$ cat config.mk
export PLATFORM = sky130hd
export DESIGN_NAME = id_ex_control
export DESIGN_NICKNAME = d
export VERILOG_FILES = /design/src/rtl/id_ex_control_pkg.sv /design/src/rtl/id_ex_control_cond_check.sv /design/src/rtl/id_ex_control.sv
export SDC_FILE = /design/constraint.sdc
export NUM_CORES = 1
export LEC_CHECK = 0
export CAP_MARGIN = 20
export CORE_MARGIN = 4
export CORE_UTILIZATION = 41
export CTS_CLUSTER_DIAMETER = 60
export DETAILED_ROUTE_END_ITERATION = 7
export PLACE_DENSITY_LB_ADDON = 0.05
export SETUP_SLACK_MARGIN = 0.3
export SYNTH_ARGS = -nofsm -noshare
export SYNTH_HDL_FRONTEND = slang
export SYNTH_SLANG_ARGS = --single-unit
$ cat constraint.sdc
create_clock -name clk -period 2 [get_ports clk]
set_input_delay 0.4 -clock clk [delete_from_list [all_inputs] [get_ports clk]]
set_output_delay 0.4 -clock clk [all_outputs]
set_load 0.02 [all_outputs]
$ cat src/rtl/id_ex_control_pkg.sv
// ---------------------------------------------------------------------------
// id_ex_control_pkg
// Shared encodings for the ID/EX control stage: ALU command codes (shared
// with the ALU), instruction mode codes, data-proc opcodes, condition codes,
// status flag positions and the EX control bundle type.
// ---------------------------------------------------------------------------
package id_ex_control_pkg;

  // ALU command codes
  localparam logic [3:0] EX_NOP = 4'b0000;
  localparam logic [3:0] EX_MOV = 4'b0001;
  localparam logic [3:0] EX_MVN = 4'b1001;
  localparam logic [3:0] EX_ADD = 4'b0010;
  localparam logic [3:0] EX_ADC = 4'b0011;
  localparam logic [3:0] EX_SUB = 4'b0100;
  localparam logic [3:0] EX_SBC = 4'b0101;
  localparam logic [3:0] EX_AND = 4'b0110;
  localparam logic [3:0] EX_ORR = 4'b0111;
  localparam logic [3:0] EX_EOR = 4'b1000;
  localparam logic [3:0] EX_CMP = 4'b1100;
  localparam logic [3:0] EX_TST = 4'b1110;
  localparam logic [3:0] EX_LDR = 4'b1010;
  localparam logic [3:0] EX_STR = 4'b1011;

  // Instruction mode
  localparam logic [1:0] MODE_DP  = 2'b00;
  localparam logic [1:0] MODE_MEM = 2'b01;
  localparam logic [1:0] MODE_BR  = 2'b10;
  localparam logic [1:0] MODE_ILL = 2'b11;

  // Data-proc opcodes
  localparam logic [3:0] OP_AND = 4'b0000;
  localparam logic [3:0] OP_EOR = 4'b0001;
  localparam logic [3:0] OP_SUB = 4'b0010;
  localparam logic [3:0] OP_ADD = 4'b0100;
  localparam logic [3:0] OP_ADC = 4'b0101;
  localparam logic [3:0] OP_SBC = 4'b0110;
  localparam logic [3:0] OP_TST = 4'b1000;
  localparam logic [3:0] OP_CMP = 4'b1010;
  localparam logic [3:0] OP_ORR = 4'b1100;
  localparam logic [3:0] OP_MOV = 4'b1101;
  localparam logic [3:0] OP_MVN = 4'b1111;

  // Condition codes
  localparam logic [3:0] COND_EQ = 4'b0000;
  localparam logic [3:0] COND_NE = 4'b0001;
  localparam logic [3:0] COND_CS = 4'b0010;
  localparam logic [3:0] COND_CC = 4'b0011;
  localparam logic [3:0] COND_MI = 4'b0100;
  localparam logic [3:0] COND_PL = 4'b0101;
  localparam logic [3:0] COND_VS = 4'b0110;
  localparam logic [3:0] COND_VC = 4'b0111;
  localparam logic [3:0] COND_HI = 4'b1000;
  localparam logic [3:0] COND_LS = 4'b1001;
  localparam logic [3:0] COND_GE = 4'b1010;
  localparam logic [3:0] COND_LT = 4'b1011;
  localparam logic [3:0] COND_GT = 4'b1100;
  localparam logic [3:0] COND_LE = 4'b1101;
  localparam logic [3:0] COND_AL = 4'b1110;
  localparam logic [3:0] COND_NV = 4'b1111;

  // Status flag positions within {Z,C,N,V}
  localparam int FLAG_Z = 3;
  localparam int FLAG_C = 2;
  localparam int FLAG_N = 1;
  localparam int FLAG_V = 0;

  typedef struct packed {
    logic       valid;
    logic       s;
    logic       wb_en;
    logic       mem_read;
    logic       mem_write;
    logic       branch;
    logic       illegal;
    logic [3:0] command;
  } ex_ctrl_t;

  localparam ex_ctrl_t EX_BUBBLE = '{valid: 1'b0, s: 1'b0, wb_en: 1'b0,
                                     mem_read: 1'b0, mem_write: 1'b0,
                                     branch: 1'b0, illegal: 1'b0,
                                     command: EX_NOP};

endpackage

$ cat src/rtl/id_ex_control_cond_check.sv
// ---------------------------------------------------------------------------
// cond_check
// Evaluates an ARM condition field against a {Z,C,N,V} flag vector.
//   i_cond  [3:0]  condition field
//   i_flags [3:0]  flags {Z,C,N,V}
//   o_pass         1 when the instruction should execute
// ---------------------------------------------------------------------------
module cond_check
  import id_ex_control_pkg::*;
(
  input  logic [3:0] i_cond,
  input  logic [3:0] i_flags,
  output logic       o_pass
);

  logic w_z, w_c, w_n, w_v;

  assign w_z = i_flags[FLAG_Z];
  assign w_c = i_flags[FLAG_C];
  assign w_n = i_flags[FLAG_N];
  assign w_v = i_flags[FLAG_V];

  always_comb begin
    o_pass = 1'b0;
    case (i_cond)
      COND_EQ: o_pass = w_z;
      COND_NE: o_pass = !w_z;
      COND_CS: o_pass = w_c;
      COND_CC: o_pass = !w_c;
      COND_MI: o_pass = w_n;
      COND_PL: o_pass = !w_n;
      COND_VS: o_pass = w_v;
      COND_VC: o_pass = !w_v;
      COND_HI: o_pass = w_c && !w_z;
      COND_LS: o_pass = !w_c || w_z;
      COND_GE: o_pass = (w_n == w_v);
      COND_LT: o_pass = (w_n != w_v);
      COND_GT: o_pass = !w_z && (w_n == w_v);
      COND_LE: o_pass = w_z || (w_n != w_v);
      COND_AL: o_pass = 1'b1;
      COND_NV: o_pass = 1'b0;
      default: o_pass = 1'b0;
    endcase
  end

endmodule

$ cat src/rtl/id_ex_control.sv
// ---------------------------------------------------------------------------
// id_ex_control
// ID/EX pipeline control register: decodes the ID-stage instruction into EX
// controls, gates it on the condition field, and keeps the {Z,C,N,V} status
// register.
//   clk, rst                 clock, async active-high reset
//   in_valid                 ID presents an instruction
//   cond, mode, opcode, s_bit instruction fields
//   stall, flush             hold / kill the capture (flush wins)
//   sr_update                ALU flags for the instruction now in EX
//   ex_*                     registered EX controls
//   status, carry            status register and its C bit
// ---------------------------------------------------------------------------
module id_ex_control
  import id_ex_control_pkg::*;
(
  input  logic       clk,
  input  logic       rst,
  input  logic       in_valid,
  input  logic [3:0] cond,
  input  logic [1:0] mode,
  input  logic [3:0] opcode,
  input  logic       s_bit,
  input  logic       stall,
  input  logic       flush,
  input  logic [3:0] sr_update,
  output logic       ex_valid,
  output logic       ex_s,
  output logic       ex_wb_en,
  output logic       ex_mem_read,
  output logic       ex_mem_write,
  output logic       ex_branch,
  output logic       ex_illegal,
  output logic [3:0] ex_command,
  output logic [3:0] status,
  output logic       carry
);

  ex_ctrl_t   r_ex;
  logic [3:0] r_status;

  ex_ctrl_t   w_dec;
  ex_ctrl_t   w_next;
  logic       w_legal;
  logic       w_pass;
  logic       w_sr_live;
  logic [3:0] w_eff_flags;

  // Flags produced by the instruction in EX are bypassed to the condition
  // check so a dependent instruction in ID sees them without a bubble.
  assign w_sr_live   = r_ex.valid && r_ex.s;
  assign w_eff_flags = w_sr_live ? sr_update : r_status;

  cond_check u_cond_check (
    .i_cond  (cond),
    .i_flags (w_eff_flags),
    .o_pass  (w_pass)
  );

  always_comb begin
    w_dec       = EX_BUBBLE;
    w_dec.valid = 1'b1;
    w_legal     = 1'b1;
    case (mode)
      MODE_DP: begin
        w_dec.wb_en = 1'b1;
        w_dec.s     = s_bit;
        case (opcode)
          OP_AND: w_dec.command = EX_AND;
          OP_EOR: w_dec.command = EX_EOR;
          OP_SUB: w_dec.command = EX_SUB;
          OP_ADD: w_dec.command = EX_ADD;
          OP_ADC: w_dec.command = EX_ADC;
          OP_SBC: w_dec.command = EX_SBC;
          OP_ORR: w_dec.command = EX_ORR;
          OP_MOV: w_dec.command = EX_MOV;
          OP_MVN: w_dec.command = EX_MVN;
          OP_TST: begin
            w_dec.command = EX_TST;
            w_dec.wb_en   = 1'b0;
            w_dec.s       = 1'b1;
          end
          OP_CMP: begin
            w_dec.command = EX_CMP;
            w_dec.wb_en   = 1'b0;
            w_dec.s       = 1'b1;
          end
          default: w_legal = 1'b0;
        endcase
      end
      MODE_MEM: begin
        if (s_bit) begin
          w_dec.command  = EX_LDR;
          w_dec.mem_read = 1'b1;
          w_dec.wb_en    = 1'b1;
        end else begin
          w_dec.command   = EX_STR;
          w_dec.mem_write = 1'b1;
        end
      end
      MODE_BR: w_dec.branch = 1'b1;
      default: w_legal = 1'b0;
    endcase
  end

  // An illegal instruction that would otherwise execute becomes a bubble
  // that only raises ex_illegal; killed or skipped ones leave no trace.
  always_comb begin
    w_next = EX_BUBBLE;
    if (in_valid && !flush && w_pass) begin
      if (w_legal) begin
        w_next = w_dec;
      end else begin
        w_next.illegal = 1'b1;
      end
    end
  end

  always_ff @(posedge clk or posedge rst) begin
    if (rst) begin
      r_ex <= EX_BUBBLE;
    end else if (flush || !stall) begin
      r_ex <= w_next;
    end
  end

  always_ff @(posedge clk or posedge rst) begin
    if (rst) begin
      r_status <= 4'b0000;
    end else if (w_sr_live) begin
      r_status <= sr_update;
    end
  end

  assign ex_valid     = r_ex.valid;
  assign ex_s         = r_ex.s;
  assign ex_wb_en     = r_ex.wb_en;
  assign ex_mem_read  = r_ex.mem_read;
  assign ex_mem_write = r_ex.mem_write;
  assign ex_branch    = r_ex.branch;
  assign ex_illegal   = r_ex.illegal;
  assign ex_command   = r_ex.command;
  assign status       = r_status;
  assign carry        = r_status[FLAG_C];

endmodule

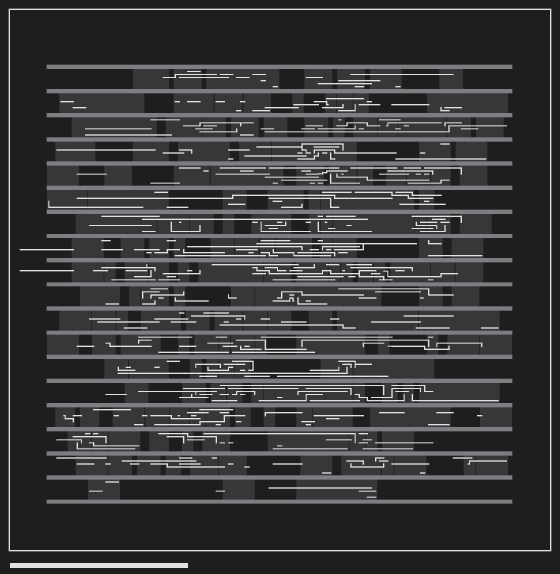
**Above:** run 1 (signal wires on met1).
Bar = 20 um. Supply wires on this layer in gray. Cells faint in the background.
wire length on this layer: 1320 um
share of all routed wire: 45%
nets with wire on the layer: 178
total detailed-routing wirelength: 2910 um
via count of the routed design: 1142
global-route met1 utilization: 23.7%

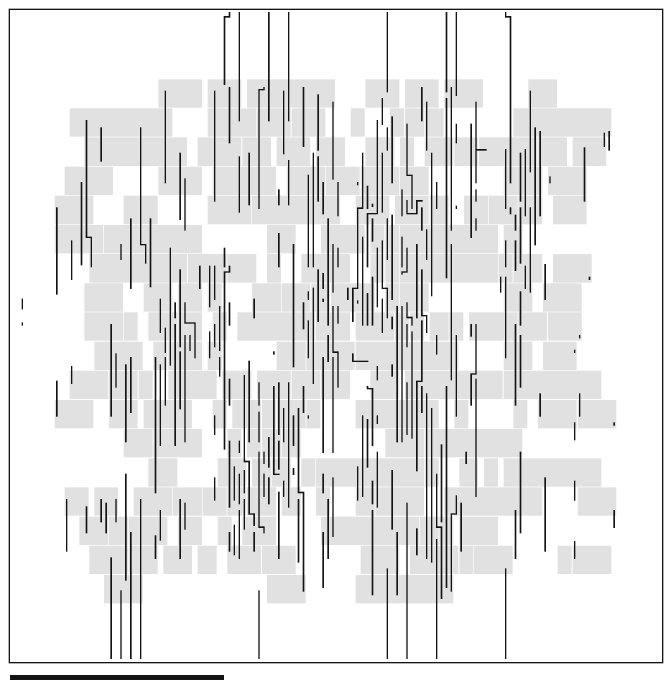
**Above:** run 1 (the metal 2 layer).
Bar = 20 um. Cells faint in the background.
share of all routed wire: 47%
nets with wire on the layer: 177
main direction: vertical
longest straight run: 18.7 um
wire length on this layer: 1360 um
met2 track demand over resource in global routing: 26.9%

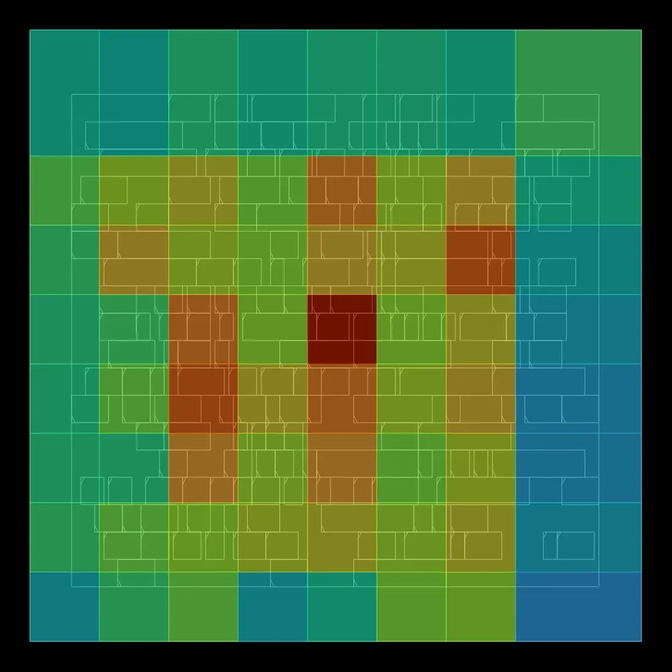
**Above:** run 1 (routing congestion).
global routing met3 resource utilization: 3.40%
fin util: 68.7%
wire length per cell: 13.6 um
global routing's busiest layer: met2
Total GRT Usage: 17.0%

run 1: final timing paths:
path,cells after the start,endpoint,slack [ns]
worst max-delay path,7,ex_mem_write$_DFFE_PP0P_,-0.22
worst min-delay path,2,ex_command[3]$_DFFE_PP0P_,0.48
worst max register to register,7,ex_mem_write$_DFFE_PP0P_,-0.22
worst min register to register,2,ex_command[0]$_DFFE_PP0P_,0.49
max in group asynchronous,2,ex_s$_DFFE_PP0P_,1.11
min in group clk,2,ex_command[0]$_DFFE_PP0P_,0.49
run 1: sequential cells by signal, indices dropped and copies added (netlist names):
register and count:
ex_mem_read 1, ex_command 4, ex_branch 1, ex_wb_en 1, ex_s 1, ex_mem_write 1, status 4, ex_illegal 1
ex_valid 1
run 1: stage by stage:
| stage | power (mW) | hold slack [ns] | setup WS [ns] |
|---|---|---|---|
| 6_report | 0.712 | 0.478 | -0.224 |
| 5_1_grt | 0.757 | 0.512 | -0.276 |
| 4_1_cts | 0.720 | 0.498 | -0.244 |
| 3_5_place_dp | 0.543 | 0.479 | -0.753 |
| 3_3_place_gp | 0.537 | 0.469 | -0.709 |
| 2_1_floorplan | 0.430 | 0.301 | -0.0923 |
run 1: placed cells by master, fill, tap and decap left out, drive strengths merged, types with 2 or more instances in the layout:
master	count
nor3	3
ha	4
nand2b	4
mux2	2
clkdlybuf4s50	22
dlymetal6s2s	4
and3	3
a21oi	6
o21ai	7
xnor2	4
dlygate4sd2	9
nor2	7
o31ai	4
a311o	2
mux4	2
buf	28
clkbuf	4
nand3	2
dfrtp	15
nand2	16
a32oi	2
inv	11
run 1: power breakdown:
part | switching, mW | internal, mW | total, mW
clock network | 0.0920 | 0.0772 | 0.169
registers | 0.00559 | 0.310 | 0.316
logic | 0.107 | 0.120 | 0.227
total | 0.205 | 0.507 | 0.712
==> notes.md, run 1 <==
Notes on the flow run.

- The number of antenna violations at the first check in global routing is 0, for reference.
- The slowest stage of the critical path is the sky130_fd_sc_hd__mux4_2 cell.
- The synthesized netlist net count is 146, for reference.
- After detailed placement, the design holds a cell count of 206.
- The family of cells with the greatest summed delay on the critical path is AND-OR/OR-AND gates, for reference.
- In the detailed route, the total length drawn on met2 is 1360 um.
- Per the final timing report, the hold violations number 0.
- The finished layout holds 213 standard cells, fillers aside.
- The tally of nets with antenna violations remaining after routing is 0, for reference.
- From left edge to right edge, the die measures 60.8 um.
- The post-cts hold buffer count is 0, for reference.
- Multi-input logic gates represent a cell area share of 39.7%.
- After layout, the buffer instance count without clock buffers stands at around 63.
- The count of mapped cells out of synthesis is 122, for reference.
- Post-CTS timing repair inserted 2 buffers for setup.
- Entering global routing, the biggest net connects 16 pins.
- Counting flops and latches in the post-synthesis netlist gives 15.
- The setup TNS is -1.71 ns, for reference.
- In this run the power density over the cells is about 400 nW/um2.
- In the post-route analysis, the smallest setup slack over all paths is -0.224 ns.
- The required time of the critical path is 2.18 ns, for reference.
- The final antenna diode tally reported by the flow is 0.
- The number of warnings in the stage logs is 32, for reference.
- The final reports fail on negative setup slack.
- The capturing element type of the critical path is a flip-flop, for reference.
- Sequential elements use 32.8% of the synthesized area.
- The finished cells cover 1760 um2.
- In this run, the synthesized area fraction spent on adder and majority cells is recorded as 4.38%.
- The number of buffers and inverters on the critical path is 1.
- Sequential cells placed in the final layout were counted as 15.
- The final estimated routing congestion in global placement is 0.864, for reference.
- In this run, post-CTS repair resized a total of 18 instances.
- The number of pins exceeding their max-slew limit in the final report is 0, for reference.
- The longest incremental delay of any stage on the critical path is reported as 0.49 ns.
- Per the GRT congestion report, total overflow comes to 0.
- Yosys reports the multiplexer fraction of the synthesized area as 7.11%.
- Ranked by instance count, the synthesized netlist is headed by sky130_fd_sc_hd__dfrtp_1 (15), sky130_fd_sc_hd__nand2_1 (15), sky130_fd_sc_hd__inv_1 (10), sky130_fd_sc_hd__nor2_1 (7), sky130_fd_sc_hd__o21ai_0 (7).
- Per the layout report, the design carries 11 non-clock inverters.
- The first global-routing pass estimated approximately 4700 um of wire.
- The die covers 3700 um2.
- The launch point of the worst register-to-register path is recorded as status[0]$_DFF_PP0_.
- Registers take 379 um2.
- Per the detail_route log, the uppermost layer with routed signals is met4.
- According to the Yosys statistics, the synthesized design has a chip area of 1140 um2.
- The total of warnings raised by yosys is 0, for reference.
- In this run the tool buffered the top-level ports with 35 buffer cells.
- The largest cell class by area is combinational gates.
- OpenSTA lists the critical path startpoint as status[0]$_DFF_PP0_.
- The maximum clock insertion buffer count is 2, for reference.
- The clock latency on the worst-skew pair is 0.27 ns, for reference.
- The cell count listed in synth_stat.txt is about 120, for reference.
- The buffering overhead is 32.8%, for reference.
- The slew check shows that the tightest pin keeps a relative margin of 61.5%.
- For this run, the final setup violation count is recorded as 11.
- The register share of the cell area is between 20% and 30%, for reference.
- The transition time at the pin with the least slew margin is 0.576 ns, for reference.
- In this run the biggest area consumer among cell types represents 32.8% of the synthesized area.
- The cell sequence reported for the critical path is buf_6, xnor2_2, mux4_2, a21oi_2, o211ai_2, a311o_2, o41ai_4.
- The register clock-pin slew on the reported worst setup and hold paths is 0.09 ns, for reference.
- The area fraction in and, or, nand and nor cells after synthesis is 17.2%, for reference.
- The tree is rooted in a sky130_fd_sc_hd__clkbuf_4.
- The CTS log lists the clock sinks for this run as 15.
- Looking at the VDD voltage map, the peak drop is 0.000304 V.
- The routed via count divided by cell count is about 5.4, for reference.
- The highest attainable clock frequency is 0.450 GHz, for reference.
- The initial cell density of the core is 44.5%, for reference.
- The I/O pin count is 36, for reference.
- The area taken by multi-input logic gates is 701 um2, for reference.
- The post-synthesis area per instance is 9.37 um2, for reference.
- The power report puts the leakage power at 0.885 nW.
- The cell area after synthesis is 1140 um2, for reference.
- The clock skew after layout is 0.00177 ns, for reference.
- The post-synth count of flops with an enable pin is 0.
- The flow ran to the end, but the final reports show violations.
- TritonCTS built the clock tree.
- The final design was reported to hold multi-input combinational gates totalling around 90.
- Max-cap violations in this run came to 0.
- The tap cell instance count is 30, for reference.
- The netlist uses 49 different library cells.
- The clock network takes up approximately 1.5% of total cell area after layout.
- Per the detail_route log, met3 wirelength is between 150 and 200 um.
- Summing the areas of all xor and xnor instances in the mapped netlist gives 3.83% of the synthesized area.
- In this run the vertical extent of the chip is approximately 60 um.
- The core region is about 2600 um2.
- The main area contributors are sky130_fd_sc_hd__dfrtp_1 (33%), sky130_fd_sc_hd__nand2_1 (4.9%), sky130_fd_sc_hd__ha_1 (4.4%).
- The total clock buffers created by CTS is 3, for reference.
- The total of fill cells in the finished design is 220, for reference.
- The number of levels in the clock H-tree is 1, for reference.
- The and-or/or-and share of the synthesized area is about a quarter, for reference.
- The total cell area at the placement stage is 1700 um2, for reference.
- The cell type with the highest aggregate area in the netlist is sky130_fd_sc_hd__dfrtp_1, for reference.
- The element type at the critical path start is a flip-flop, for reference.
- For reference, the placement row count at floorplan is 18.
- Looking at the cell usage after synthesis, the top flip-flop cell is sky130_fd_sc_hd__dfrtp_1.
- The critical path is of the flip-flop to flip-flop type.
- The type of the tightest min-delay check is primary input to async pin, for reference.
- The HPWL after detailed placement is 2330 um.
- Between the synthesized netlist and the finished layout, the area growth was recorded as 54.3%.
- The post-synthesis async set-or-reset flop share is 100%, for reference.
- Setup repair after global routing could not meet its margin everywhere.
- In the final routing, the length of wire on met1 measures 1320 um.
- The violation tally recorded at the end of detailed-routing iteration 0 is 38.
- Post-route period utilization is reported as 111%.
- Of the cells placed in the final design, the portion with a size suffix greater than 1 is between 20% and 30%.
- After synthesis, the largest family of logic cells by area is AND-OR/OR-AND gates.
- Subtracting the final worst setup slack from the clock period gives between 2 and 2.5 ns.
- The tally of clock buffers in the finished layout is 4, for reference.
- The data arrival time of the worst path is 2.40 ns, for reference.
- The first-pass detailed-route iteration total is 4, for reference.
- After detailed routing, the number of remaining DRC violations is 0.
- Of all nets on the critical path, the largest fanout is 5.
- The net total in the final layout is ~210, for reference.
- The number of global-route vias before repair is 1058, for reference.
--- run 2 (diff from run 1) ---
--- a/config.mk
+++ b/config.mk
@@ -12,6 +12,8 @@
 export DETAILED_ROUTE_END_ITERATION = 7
 export PLACE_DENSITY_LB_ADDON = 0.05
 export SETUP_SLACK_MARGIN = 0.3
+export SKIP_CTS_REPAIR_TIMING = 1
+export SLEW_MARGIN = 20
 export SYNTH_ARGS = -nofsm -noshare
 export SYNTH_HDL_FRONTEND = slang
 export SYNTH_SLANG_ARGS = --single-unit
==> run 2 against run 1 <==
  * The run still ends with negative setup slack left
  * Non-clock buffer count did not move
  * Core utilization up 1.0 points
  * Maximum frequency down 1.2%
  * Clock power about the same
  * Register-to-register slack worse by 0.03 ns
  * Hold slack got worse by 0.013 ns
  * Critical path type unchanged
  * Largest cell class unchanged
==> notes.md, run 2 <==
Notes on the flow run.

- The ratio of final minimum period to clock period came to 113% (+1.3 points).
- The worst hold slack after final layout is 0.466 ns (-0.0128 ns), for reference.
- The most frequent logic cell in the layout is sky130_fd_sc_hd__buf_4, for reference.
- The synthesized netlist net count is 146 (unchanged), for reference.
- The final estimated routing congestion in global placement was 0.864 (unchanged).
- The dominant synthesized flop cell is sky130_fd_sc_hd__dfrtp_1, for reference.
- The number of library cell types mapped by synthesis is 49 (unchanged), for reference.
- The capturing element type of the critical path is a flip-flop, for reference.
- The post-synthesis mux area share is 7.11% (unchanged).
- The core region area is 2570 um2 (unchanged), for reference.
- The worst voltage drop across the vdd grid was 0.000337 V (+11%).
- The detailed-routing wirelength on met1 is 1300 um (-1.3%), for reference.
- The total of fill cells in the finished design came to 211 (-4.1%).
- The flop count is 15 (unchanged), for reference.
- The most critical min-delay path falls under primary input to flip-flop.
- The area share of the largest cell type after synthesis was 32.8% (unchanged).
- The maximum fanout encountered on the critical timing path is 5 (unchanged), for reference.
- The required time of the critical path is 2.18 ns (about the same), for reference.
- The tightest slew margin relative to the limit came to 61.4% (-0.14 points).
- The estimated wirelength of the detail-placed design is 2330 um (unchanged).
- The checks that failed: negative setup slack.
- The overall overflow remaining after global route came to 0 (unchanged).
- The cell count after placement is 206 (unchanged), for reference.
- The data arrival time of the worst path was 2.43 ns (+0.03 ns).
- The number of levels in the clock H-tree is 1 (unchanged), for reference.
- The final critical delay including setup and external delays is 2.25 ns (+0.0268 ns), for reference.
- The buffering overhead came to 33.8% (+0.99 points).
- The area taken by multi-input logic gates is 701 um2 (unchanged), for reference.
- The highest attainable clock frequency is 0.444 GHz (-1.2%), for reference.
- The count of clock tree sinks was 15 (unchanged).
- The total clock buffers created by CTS is 3 (unchanged), for reference.
- The cell area after synthesis is 1140 um2 (unchanged).
- The leakage power is 0.976 nW (+10%), for reference.
- The run finished, with violations left.
- The width of the die is 60.8 um (unchanged), for reference.
- The worst slack at placement is -0.753 ns (unchanged), for reference.
- The xor and xnor fraction of the mapped netlist area was 3.83% (unchanged).
- The tally of clock buffers in the finished layout came to 4 (unchanged).
- After synthesis, the most frequently instantiated cells are sky130_fd_sc_hd__dfrtp_1 (15), sky130_fd_sc_hd__nand2_1 (15), sky130_fd_sc_hd__inv_1 (10), sky130_fd_sc_hd__nor2_1 (7), sky130_fd_sc_hd__o21ai_0 (7).
- The number of flops mapped to enable cells by yosys is 0 (unchanged), for reference.
- The routed via count divided by cell count came to 5.40 (+0.70%).
- The inverter count is 11 (unchanged), for reference.
- The die area is 3700 um2 (unchanged), for reference.
- The overall power after layout is 0.714 mW (+0.28%), for reference.
- The post-route worst setup slack is -0.251 ns (-0.0268 ns), for reference.
- The synthesized-area fraction occupied by adder cells is 4.38% (unchanged), for reference.
- The clock skew after layout is 0.000898 ns (-0.000872 ns).
- The number of antenna cells inserted was 0 (unchanged).
- The combinational fraction of the cell area is 39.1% (-0.58 points), for reference.
- The setup TNS is -1.68 ns (+0.0325 ns).
- Setup repair after global routing could not meet its margin everywhere.
- The largest incremental delay on the critical path is 0.47 ns (-0.02 ns), for reference.
- The number of synthesized register bits came to 15 (unchanged).
- The initial cell density of the core is 44.5% (unchanged), for reference.
- The area occupied by registers is 379 um2 (unchanged), for reference.
- The cell count listed in synth_stat.txt is 122 (unchanged), for reference.
- Ranked by total cell area, the synthesized netlist is headed by sky130_fd_sc_hd__dfrtp_1 (33%), sky130_fd_sc_hd__nand2_1 (4.9%), sky130_fd_sc_hd__ha_1 (4.4%).
- The relative contribution of combinational cells to total power is 32.1% (+0.2 points), for reference.
- The first-pass detailed-route iteration total came to 4 (unchanged).
- The power per cell area is 399 nW/um2 (-1.2%).
- Signal routing reaches up to met4.
- The root buffer selected by CTS is sky130_fd_sc_hd__clkbuf_4, for reference.
- Sorting the Yosys area breakdown by cell type puts at the top sky130_fd_sc_hd__dfrtp_1.
- The number of logic gates was 90 (unchanged).
- The number of remaining DRC errors was 0 (unchanged).
- The critical setup path kind is flip-flop to flip-flop, for reference.
- The register share of the cell area is 21.2% (-0.32 points), for reference.
- The number of DRC markers in iteration 0 is 33 (-13%), for reference.
- The setup-violating endpoint count in the final report came to 10 (-1).
- The relative contribution of the clock network to total power was 23.7% (about the same).
- The area fraction in and, or, nand and nor cells after synthesis is 17.2% (unchanged), for reference.
- Per the area breakdown, the dominant cell category is combinational gates.
- In the layout the commonest cells are sky130_fd_sc_hd__buf_4 (27), sky130_fd_sc_hd__clkdlybuf4s50_1 (22), sky130_fd_sc_hd__nand2_1 (15).
- The final cell count without fillers came to 213 (unchanged).
run 2: final timing paths:
path / to / depth (start not counted) / startpoint / slack, ns
setup / recovery: ex_mem_write$_DFFE_PP0P_ / 6 / status[0]$_DFF_PP0_ / -0.25
hold / removal: status[0]$_DFF_PP0_ / 2 / sr_update[0] / 0.47
setup reg to reg: ex_mem_write$_DFFE_PP0P_ / 6 / status[0]$_DFF_PP0_ / -0.25
hold reg to reg: ex_command[0]$_DFFE_PP0P_ / 2 / ex_command[0]$_DFFE_PP0P_ / 0.49
max in group asynchronous: status[1]$_DFF_PP0_ / 2 / rst / 1.11
min in group asynchronous: ex_command[3]$_DFFE_PP0P_ / 2 / rst / 0.48
run 2: logic make-up (layout without fill, tap and decap cells):
kind of cell               after synthesis  after routing
and+or+nand+nor                         40             40
AOI/OAI and AO/OA                       35             36
buffers and inverters                   18             78
DFF                                     15             15
xor gates and xnor gates                 5              5
muxes                                    5              5
adders and majority gates                4              4
run 2: routing by layer:
layer | vias to the layer above | track usage (%)
li1 | 570 | -
met1 | 535 | 22.4
met2 | 43 | 25.3
met3 | 2 | 3.62
met4 | 0 | 4.33
met5 | - | 0
run 2: worst register-to-register path, delay by kind of cell, from the launching register on:
kind,cells,cell delay (ns)
xor+xnor,1,0.14
flops,1,0.40
buf+inv,1,0.13
compound gates,3,1.02
mux,1,0.46
run 2: power groups by stage:
stage	clock network, mW	logic (mW)	registers [mW]
2_1_floorplan	0	0.0992	0.330
3_3_place_gp	0	0.215	0.322
3_5_place_dp	0	0.221	0.322
4_1_cts	0.177	0.222	0.316
5_1_grt	0.194	0.249	0.316
6_report	0.169	0.229	0.315
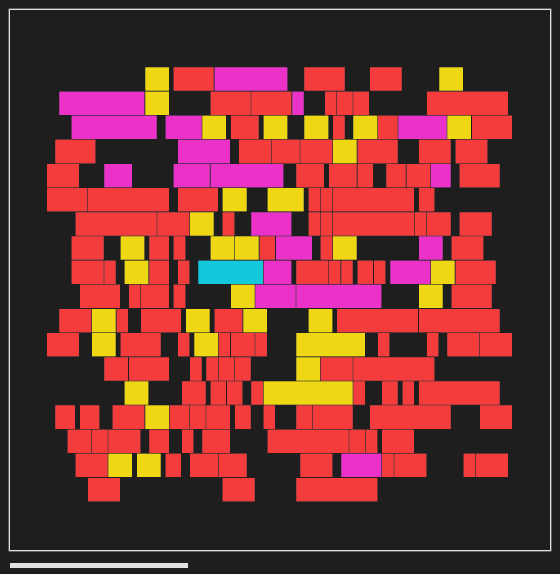
**Above:** run 2 (cell sizes after repair).
Bar = 20 um.
| color | size | cells | share |
|---|---|---|---|
| cyan | _6 and larger | 1 | 0.55% |
| magenta | _2 cells | 19 | 10% |
| red | _0 and _1 cells | 130 | 71% |
| yellow | _3 and _4 cells | 33 | 18% |
setup slack of the critical path after layout: -0.251 ns
nonclk buf count: 63
Design Area, Final: 1790 um2
synthesis-to-layout area growth: 56.6%

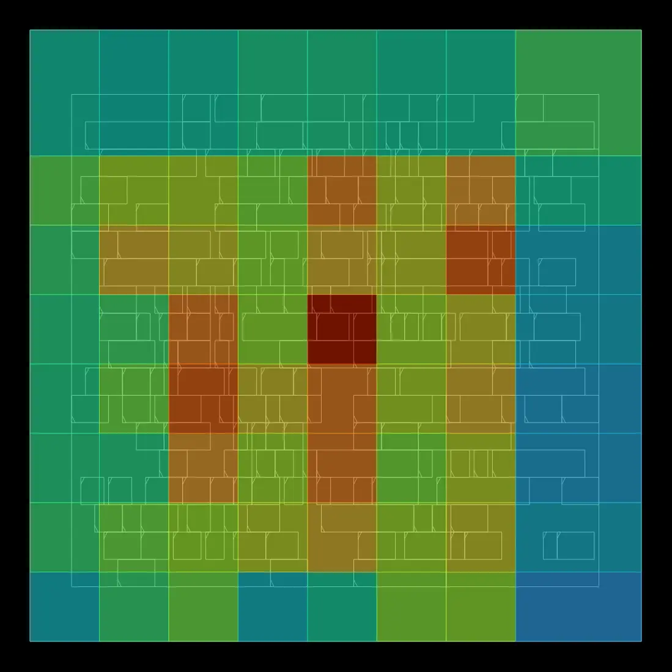
**Above:** run 2 (routing congestion).
wire length per cell: 13.8 um
met2 track demand over resource in global routing: 25.3%

--- run 3 (diff from run 2) ---
--- a/config.mk
+++ b/config.mk
@@ -10,6 +10,7 @@
 export CORE_UTILIZATION = 41
 export CTS_CLUSTER_DIAMETER = 60
 export DETAILED_ROUTE_END_ITERATION = 7
+export MAX_ROUTING_LAYER = met4
 export PLACE_DENSITY_LB_ADDON = 0.05
 export SETUP_SLACK_MARGIN = 0.3
 export SKIP_CTS_REPAIR_TIMING = 1
@@ -17,3 +18,4 @@
 export SYNTH_ARGS = -nofsm -noshare
 export SYNTH_HDL_FRONTEND = slang
 export SYNTH_SLANG_ARGS = --single-unit
+export TNS_END_PERCENT = 50
==> run 3 against run 2 <==
  * The run still ends with negative setup slack left
  * Critical path type unchanged
  * Maximum frequency fell by 0.52%
  * Critical path depth rose by 1
  * Register-to-register slack barely moved
  * Combinational power barely moved
==> notes.md, run 3 <==
Notes on the flow run.

- The run finished, with violations left.
- The checks that failed: negative setup slack.
- The register-to-register setup slack came to -0.26 ns (about the same).
- The width of the die is 60.8 um (unchanged), for reference.
- The worst slack at placement was -0.766 ns (-0.0129 ns).
- The inverter count is 11 (unchanged), for reference.
- The non-clock buffer instance count of the final layout is 63 (unchanged), for reference.
- STA classifies the critical path endpoint as a flip-flop.
- The number of levels in the clock H-tree is 1 (unchanged), for reference.
- The xor and xnor fraction of the mapped netlist area is 3.83% (unchanged), for reference.
- The cell count listed in synth_stat.txt is 122 (unchanged).
- The number of synthesized register bits came to 15 (unchanged).
- The largest part of the power goes to sequential cells.
- The cell type with the highest aggregate area in the netlist is sky130_fd_sc_hd__dfrtp_1, for reference.
- Setup repair after global routing could not meet its margin everywhere.
- The final cell count without fillers was 213 (unchanged).
- The detailed-routing wirelength on met1 came to 1360 um (+4.5%).
- The estimated wirelength of the detail-placed design is 2310 um (-0.76%), for reference.
- The final critical delay including setup and external delays is 2.26 ns (+0.0117 ns).
- The die area came to 3700 um2 (unchanged).
- In this run the clock root is driven by a sky130_fd_sc_hd__clkbuf_4.
- The worst voltage drop across the vdd grid is 0.000375 V (+11%), for reference.
- The synthesis report lists the most area-consuming cells as sky130_fd_sc_hd__dfrtp_1 (33%), sky130_fd_sc_hd__nand2_1 (4.9%), sky130_fd_sc_hd__ha_1 (4.4%).
- The number of cells on the worst reg-to-reg path came to 7 (+1).
- The area taken by multi-input logic gates is 709 um2 (+1.2%), for reference.
- The core region area is 2570 um2 (unchanged), for reference.
- The power per cell area is 402 nW/um2 (+0.72%), for reference.
- The area share of the largest cell type after synthesis is 32.8% (unchanged), for reference.
- The number of DRC markers in iteration 0 is 44 (+33%), for reference.
- The initial cell density of the core was 44.5% (unchanged).
- The combinational fraction of the cell area was 39.3% (+0.16 points).
- The flop count came to 15 (unchanged).
- The overall overflow remaining after global route is 0 (unchanged), for reference.
- The maximum fanout encountered on the critical timing path was 5 (unchanged).
- The required time of the critical path is 2.21 ns (+0.03 ns).
- The setup TNS is -2.01 ns (-0.337 ns), for reference.
- The relative contribution of combinational cells to total power is 31.8% (-0.3 points), for reference.
- The synthesized-area fraction occupied by adder cells is 4.38% (unchanged), for reference.
- The relative contribution of the clock network to total power is 24.7% (+1.0 points).
- The number of remaining DRC errors is 0 (unchanged), for reference.
- The mean routed wirelength per cell was 13.8 um (-0.10%).
- The first element of the critical path is status[0]$_DFF_PP0_, for reference.
- The area occupied by registers was 379 um2 (unchanged).
- The total of fill cells in the finished design is 206 (-2.4%), for reference.
- The number of flops mapped to enable cells by yosys is 0 (unchanged), for reference.
- The clock skew after layout is 0.00721 ns (+0.00631 ns).
- The number of antenna cells inserted was 0 (unchanged).
- The area of all placed cells without fillers came to 1810 um2 (+0.84%).
- Among logic cells in the layout, the one with the most instances is sky130_fd_sc_hd__buf_4.
- The dominant synthesized flop cell is sky130_fd_sc_hd__dfrtp_1, for reference.
- The overall power after layout was 0.725 mW (+1.6%).
- The leakage power is 1.02 nW (+4.4%).
- The cell count after placement was 206 (unchanged).
- The highest attainable clock frequency is 0.442 GHz (-0.52%), for reference.
- The most critical setup path has its endpoint at ex_wb_en$_DFFE_PP0P_.
- The number of logic gates was 90 (unchanged).
- The combinational gate power came to 0.230 mW (about the same).
- The post-route worst setup slack is -0.262 ns (-0.0117 ns), for reference.
- The power consumed by sequential cells is 0.316 mW (about the same), for reference.
- The count of clock tree sinks came to 15 (unchanged).
- The setup-violating endpoint count in the final report came to 11 (+1).
- The top routing layer in use is met4, for reference.
- Checking hold timing, the worst path is listed with class primary input to flip-flop.
- The post-synthesis mux area share is 7.11% (unchanged).
[run 3: cell count changes in the layout (fill, tap and decap cells not counted)]
| cell | delta |
|---|---|
| sky130_fd_sc_hd__clkinv_2 | +1 |
| sky130_fd_sc_hd__clkbuf_1 | -1 |
| sky130_fd_sc_hd__a2111oi_2 | -1 |
| sky130_fd_sc_hd__and3_2 | +1 |
| sky130_fd_sc_hd__clkdlybuf4s50_1 | -2 |
| sky130_fd_sc_hd__dlymetal6s2s_1 | +2 |
| sky130_fd_sc_hd__and3_4 | -1 |
| sky130_fd_sc_hd__a2111oi_4 | +1 |
[run 3: critical path, cell delays in order (launching register included)]
cell	delay, ns
sky130_fd_sc_hd__dfrtp_2	0.41
sky130_fd_sc_hd__buf_4	0.14
sky130_fd_sc_hd__xnor2_2	0.13
sky130_fd_sc_hd__mux4_2	0.50
sky130_fd_sc_hd__a21oi_2	0.15
sky130_fd_sc_hd__o211ai_2	0.13
sky130_fd_sc_hd__a311o_2	0.50
sky130_fd_sc_hd__o31ai_4	0.24
[run 3: how the worst min path moves through the flow]
| stage | startpoint | endpoint | cells past startpoint |
|---|---|---|---|
| 6_report | sr_update[0] | status[0]$_DFF_PP0_ | 2 |
| 5_1_grt | sr_update[1] | status[1]$_DFF_PP0_ | 2 |
| 3_3_place_gp | ex_command[2]$_DFFE_PP0P_ | ex_command[2]$_DFFE_PP0P_ | 2 |
| 2_1_floorplan | rst | ex_branch$_DFFE_PP0P_ | 1 |
| 4_1_cts | rst | ex_command[2]$_DFFE_PP0P_ | 2 |
| 3_5_place_dp | ex_command[3]$_DFFE_PP0P_ | ex_command[3]$_DFFE_PP0P_ | 2 |
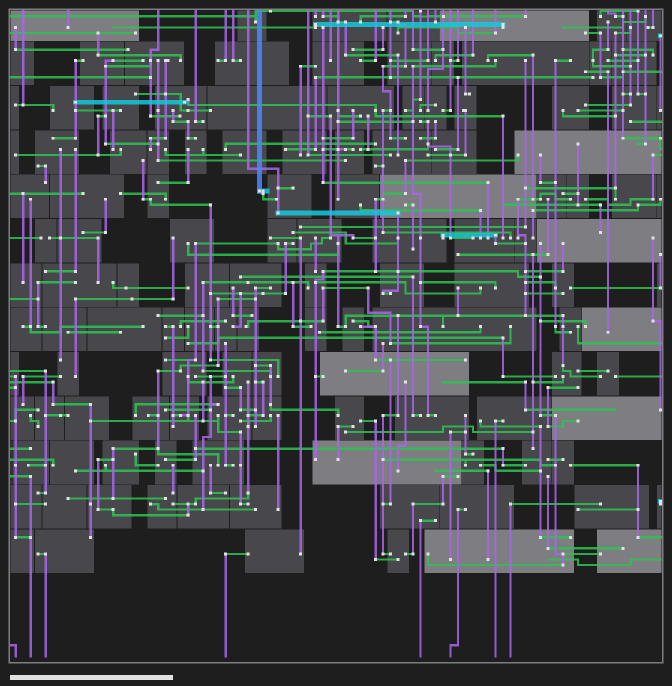
**Above:** run 3 (close-up of the layout).
Bar = 10 um. Region (10, 0) to (50, 40) um. Cells in gray, sequential cells in the stronger gray; small squares are vias.
| color | layer |
|---|---|
| green | metal 1 |
| purple | metal 2 |
| cyan | metal 3 |
| blue | metal 4 |
most frequent: buf_4 (18), nand2_1 (15), dfrtp_1 (9)
sequential cells in the window: 10
cells with their middle in the window: 115
netlist names of flops here include: ex_command (3)

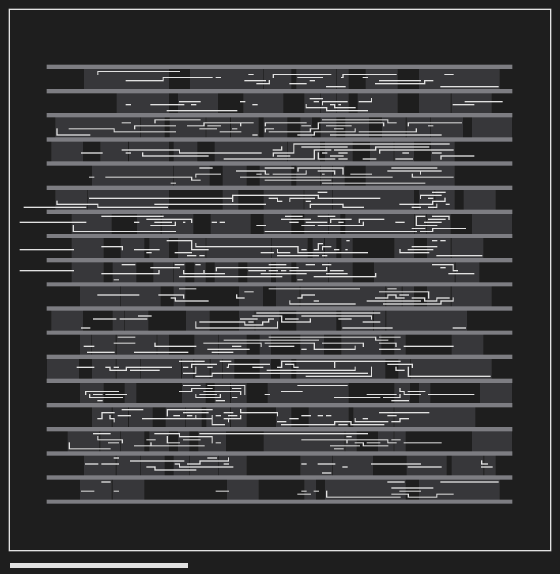
**Above:** run 3 (signal wires on met1).
Bar = 20 um. Supply wires on this layer in gray. Cells faint in the background.
nets with wire on the layer: 186
longest straight run: 18.9 um
via count of the routed design: 1126
total detailed-routing wirelength: 2930 um
global-route met1 utilization: 23.0%

Power is estimated from default activity; no workload was simulated.
